### config.mk
export PLATFORM = sky130hd
export DESIGN_NAME = multi_timer
export DESIGN_NICKNAME = d
export VERILOG_FILES = /design/src/rtl/timer_pkg.sv /design/src/rtl/timer_chan.sv /design/src/rtl/multi_timer.sv
export SDC_FILE = /design/constraint.sdc
export NUM_CORES = 1
export LEC_CHECK = 0
export CAP_MARGIN = 30
export CORE_AREA = 2 2 131 133
export CTS_BUF_LIST = sky130_fd_sc_hd__clkbuf_2 sky130_fd_sc_hd__clkbuf_4 sky130_fd_sc_hd__clkbuf_8
export CTS_CLUSTER_SIZE = 24
export DETAILED_ROUTE_END_ITERATION = 8
export DIE_AREA = 0 0 133 135
export MAX_ROUTING_LAYER = met4
export PLACE_DENSITY_LB_ADDON = 0.15
export REMOVE_ABC_BUFFERS = 1
export SLEW_MARGIN = 25
export SYNTH_ARGS = -nofsm -noshare
export SYNTH_HDL_FRONTEND = slang
export SYNTH_SLANG_ARGS = --single-unit
### constraint.sdc
create_clock -name clk_i -period 3.3 [get_ports clk_i]
set_input_delay 0.495 -clock clk_i [delete_from_list [all_inputs] [get_ports clk_i]]
set_output_delay 0.495 -clock clk_i [all_outputs]
set_load 0.02 [all_outputs]
### src/rtl/timer_pkg.sv
// Shared definitions for the multi-channel interval timer.
//   Register indices, mode encodings, CTRL bit positions and the CTRL payload
//   struct used between multi_timer and timer_chan.
package timer_pkg;

  localparam int unsigned DATA_W = 32;
  localparam int unsigned REG_W  = 2;

  localparam logic [REG_W-1:0] REG_CTRL   = 2'd0;
  localparam logic [REG_W-1:0] REG_PRESET = 2'd1;
  localparam logic [REG_W-1:0] REG_COUNT  = 2'd2;
  localparam logic [REG_W-1:0] REG_STATUS = 2'd3;

  localparam logic [1:0] MODE_ONESHOT = 2'b00;
  localparam logic [1:0] MODE_RELOAD  = 2'b01;
  localparam logic [1:0] MODE_WAVE    = 2'b10;
  localparam logic [1:0] MODE_RSVD    = 2'b11;

  localparam int unsigned EN_B     = 0;
  localparam int unsigned MODE_LSB = 1;
  localparam int unsigned IM_B     = 3;

  // Packed so that its bit layout equals the CTRL register layout.
  typedef struct packed {
    logic       im;
    logic [1:0] mode;
    logic       en;
  } ctrl_t;

  // Extract CTRL fields from a write word.
  function automatic ctrl_t ctrl_decode(input logic [7:0] d);
    ctrl_t c;
    c.en   = d[EN_B];
    c.mode = d[MODE_LSB +: 2];
    c.im   = d[IM_B];
    return c;
  endfunction

endpackage

### src/rtl/timer_chan.sv
// One timer channel: CTRL, PRESET, COUNT, sticky pend and square-wave output.
//   clk_i, rst_ni        clock, async active-low reset
//   ctrl_we/preset_we/status_we  decoded write strobes for this channel
//   wdat                 write data, already truncated to CNT_W
//   ctrl, preset, count, pend, wave  registered channel state
module timer_chan
  import timer_pkg::*;
#(
  parameter int unsigned CNT_W = 32
) (
  input  logic             clk_i,
  input  logic             rst_ni,
  input  logic             ctrl_we,
  input  logic             preset_we,
  input  logic             status_we,
  input  logic [CNT_W-1:0] wdat,
  output ctrl_t            ctrl,
  output logic [CNT_W-1:0] preset,
  output logic [CNT_W-1:0] count,
  output logic             pend,
  output logic             wave
);

  logic expire_c;

  // Reserved mode never expires and holds COUNT.
  assign expire_c = ctrl.en && (count == '0) && (ctrl.mode != MODE_RSVD);

  always_ff @(posedge clk_i or negedge rst_ni) begin
    if (!rst_ni) begin
      ctrl   <= '0;
      preset <= '0;
      count  <= '0;
      pend   <= 1'b0;
      wave   <= 1'b0;
    end else begin
      // A CTRL write overrides the one-shot self-disable.
      if (ctrl_we) begin
        ctrl <= ctrl_decode(wdat[7:0]);
      end else if (expire_c && (ctrl.mode == MODE_ONESHOT)) begin
        ctrl.en <= 1'b0;
      end

      if (preset_we) begin
        preset <= wdat;
      end

      // PRESET write beats both reload and decrement.
      if (preset_we) begin
        count <= wdat;
      end else if (expire_c) begin
        if (ctrl.mode != MODE_ONESHOT) begin
          count <= preset;
        end
      end else if (ctrl.en && (ctrl.mode != MODE_RSVD) && (count != '0)) begin
        count <= count - CNT_W'(1);
      end

      // Set has priority over write-1-to-clear.
      if (expire_c) begin
        pend <= 1'b1;
      end else if (status_we && wdat[0]) begin
        pend <= 1'b0;
      end

      if (expire_c && (ctrl.mode == MODE_WAVE)) begin
        wave <= ~wave;
      end
    end
  end

endmodule

### src/rtl/multi_timer.sv
// Multi-channel interval timer with a word-register slave port.
//   clk_i, rst_ni  clock, async active-low reset
//   add_i          {channel, reg[1:0]} word address
//   we_i, dat_i    write enable and data
//   dat_o          combinational read data for add_i
//   irq_o          OR of all masked pending bits
//   irq_vec_o      per-channel pend & IM
//   wave_o         per-channel square-wave outputs
module multi_timer
  import timer_pkg::*;
#(
  parameter  int unsigned N_CH  = 2,
  parameter  int unsigned CNT_W = 32,
  localparam int unsigned AW    = $clog2(N_CH) + 2
) (
  input  logic              clk_i,
  input  logic              rst_ni,
  input  logic [AW-1:0]     add_i,
  input  logic              we_i,
  input  logic [DATA_W-1:0] dat_i,
  output logic [DATA_W-1:0] dat_o,
  output logic              irq_o,
  output logic [N_CH-1:0]   irq_vec_o,
  output logic [N_CH-1:0]   wave_o
);

  localparam int unsigned CH_W = (AW > 2) ? (AW - 2) : 1;

  logic [CH_W-1:0]  chan_c;
  logic [REG_W-1:0] reg_c;
  logic [CNT_W-1:0] wdat_c;
  logic             unused_dat;

  ctrl_t            ctrl   [N_CH];
  logic [CNT_W-1:0] preset [N_CH];
  logic [CNT_W-1:0] count  [N_CH];
  logic [N_CH-1:0]  pend;
  logic [N_CH-1:0]  wave;

  // Address split; a single channel has no channel field.
  if (AW > 2) begin : g_chan
    assign chan_c = add_i[AW-1:2];
  end else begin : g_chan_one
    assign chan_c = '0;
  end

  assign reg_c      = add_i[1:0];
  assign wdat_c     = dat_i[CNT_W-1:0];
  assign unused_dat = ^dat_i;

  for (genvar i = 0; i < N_CH; i++) begin : g_ch
    logic hit_c;
    assign hit_c = we_i && (chan_c == CH_W'(i));

    timer_chan #(
      .CNT_W (CNT_W)
    ) u_chan (
      .clk_i     (clk_i),
      .rst_ni    (rst_ni),
      .ctrl_we   (hit_c && (reg_c == REG_CTRL)),
      .preset_we (hit_c && (reg_c == REG_PRESET)),
      .status_we (hit_c && (reg_c == REG_STATUS)),
      .wdat      (wdat_c),
      .ctrl      (ctrl[i]),
      .preset    (preset[i]),
      .count     (count[i]),
      .pend      (pend[i]),
      .wave      (wave[i])
    );

    assign irq_vec_o[i] = pend[i] & ctrl[i].im;
  end

  assign irq_o  = |irq_vec_o;
  assign wave_o = wave;

  // Read mux; unpopulated channel indices read zero.
  always_comb begin
    dat_o = '0;
    for (int unsigned i = 0; i < N_CH; i++) begin
      if (chan_c == CH_W'(i)) begin
        case (reg_c)
          REG_CTRL:   dat_o = DATA_W'(ctrl[i]);
          REG_PRESET: dat_o = DATA_W'(preset[i]);
          REG_COUNT:  dat_o = DATA_W'(count[i]);
          default:    dat_o = DATA_W'(pend[i]);
        endcase
      end
    end
  end

endmodule

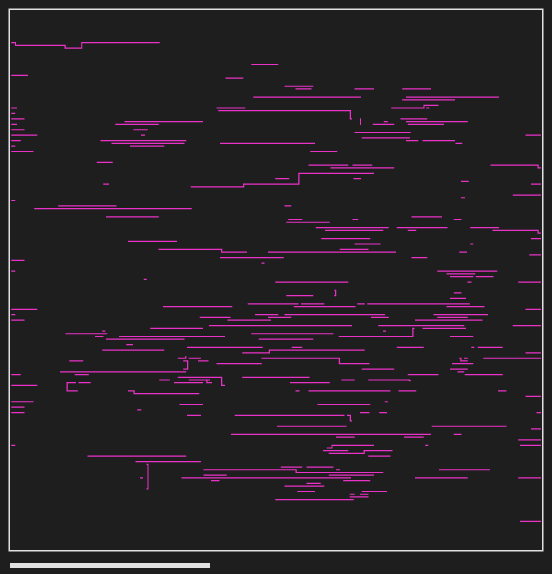
(M3 wires)
The bar under the picture is 50 um long.
The wires run mostly horizontal. The layer holds 7.5% of the routed length. The longest straight run is 49.7 um.
DR vias: 8531
grt met3 use: 4.95%

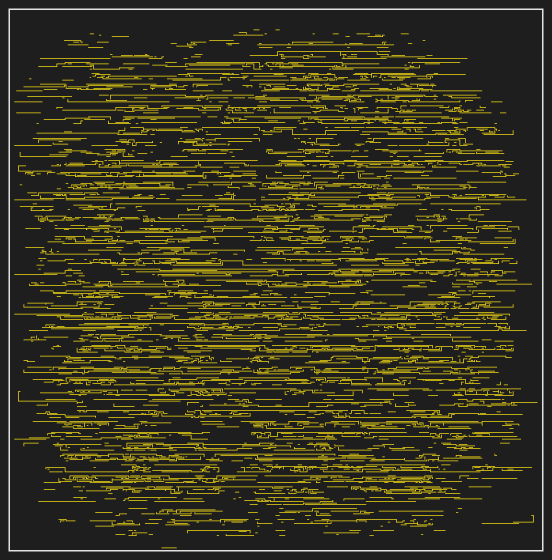
(met1 routing)
The layer holds 43% of the routed length. The layer carries 12100 um of wire.
WL final: 28.0 mm
met1 Track Usage GR: 44.1%

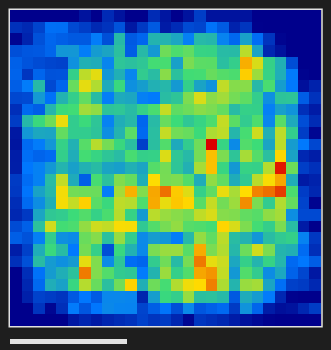
(wiring heat map)
The bar under the picture is 50 um long. The die is cut into 27 by 27 equal tiles; dark blue is low, red is high, scaled to the fullest tile. Values are wire area over tile area, all layers added.
30% of the tiles are over half the peak. The fullest tile reaches 0.70. The densest ninth of the die: centre.
Tot GR Track Use: 32.8%
routed len/inst: 21.1 um

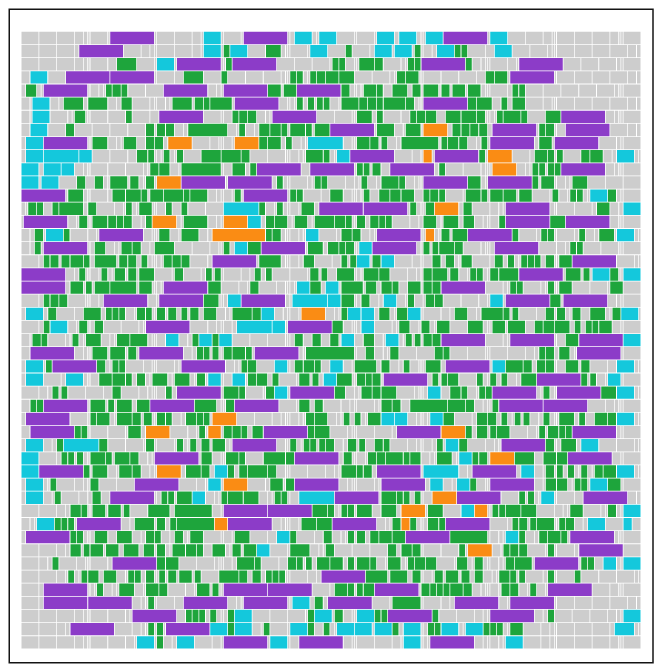
(placement by cell class)
Fill, decap, tap and diode cells in grey.
Green is all other logic, cells 810, share of their area 48%. Orange is clock drivers and dummy loads, cells 26, share of their area 3.3%. Purple is flops, cells 140, share of their area 36%. Cyan is other buffers and delay cells, cells 135, share of their area 13%.
Non-Filler Cell Area, Final: 10100 sq um
flop share of the area: 34.7%
final core utilization: 61.6%

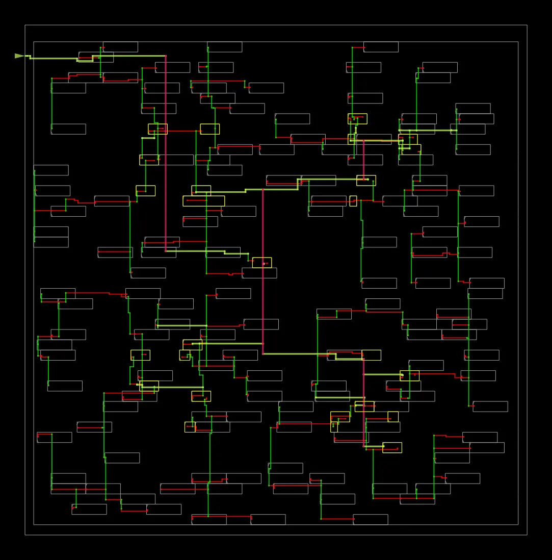
(clock nets)
CLK BUF: 22
worst-skew pair later-pin latency: 0.45 ns
Sink Count: 140
Clk. pwr: 1.26 mW
seq_cells: 140

==> impl_metrics.env <==
# source this file to load flow results
export IMPL_top_regs="g_ch.u_chan.count x64, g_ch.u_chan.preset x64, g_ch.u_chan.ctrl x8"
export IMPL_status="completed"
export IMPL_ys_warn_count=0
export IMPL_peakVddDrop_mv=0.312
export IMPL_sequentialPower_mw=2.83
export IMPL_fp_util_pct=51.7
export IMPL_power_mw=6.05
export IMPL_report_final_slew_viol_count=0
export IMPL_setup_violations=0
export IMPL_fin_tns_setup_ns=0
export IMPL_swShare_pct=39.3
export IMPL_postCtsHoldBufs=1
export IMPL_hold_viol_final=0
export IMPL_clkPwrFrac_pct=20.8
export IMPL_critPathTopFamily="buffers and inverters"
export IMPL_power_frac_comb_pct=32.4
export IMPL_wl_met1_mm=12.1
export IMPL_ys_types=77
export IMPL_fin_nets=1144
export IMPL_htreeDepth=4
export IMPL_warning_count=25
export IMPL_ys_cells=1028
export IMPL_mappedNetlistArea_sq_um=8480
export IMPL_critPathLaunch="add_i[0]"
export IMPL_syn_area_per_cell_sq_um=8.25
export IMPL_layout_top_cell="nand2_1"
export IMPL_cts_buffers_inserted=17
export IMPL_grt_antenna_before_repair=0
export IMPL_n_all_inverters=20
export IMPL_top_logic_kind="AND-OR/OR-AND gates"
export IMPL_portBuffers=74
export IMPL_maxPowerGroup="registers"
No activity file was given, so power comes from the tool's default toggle rates.
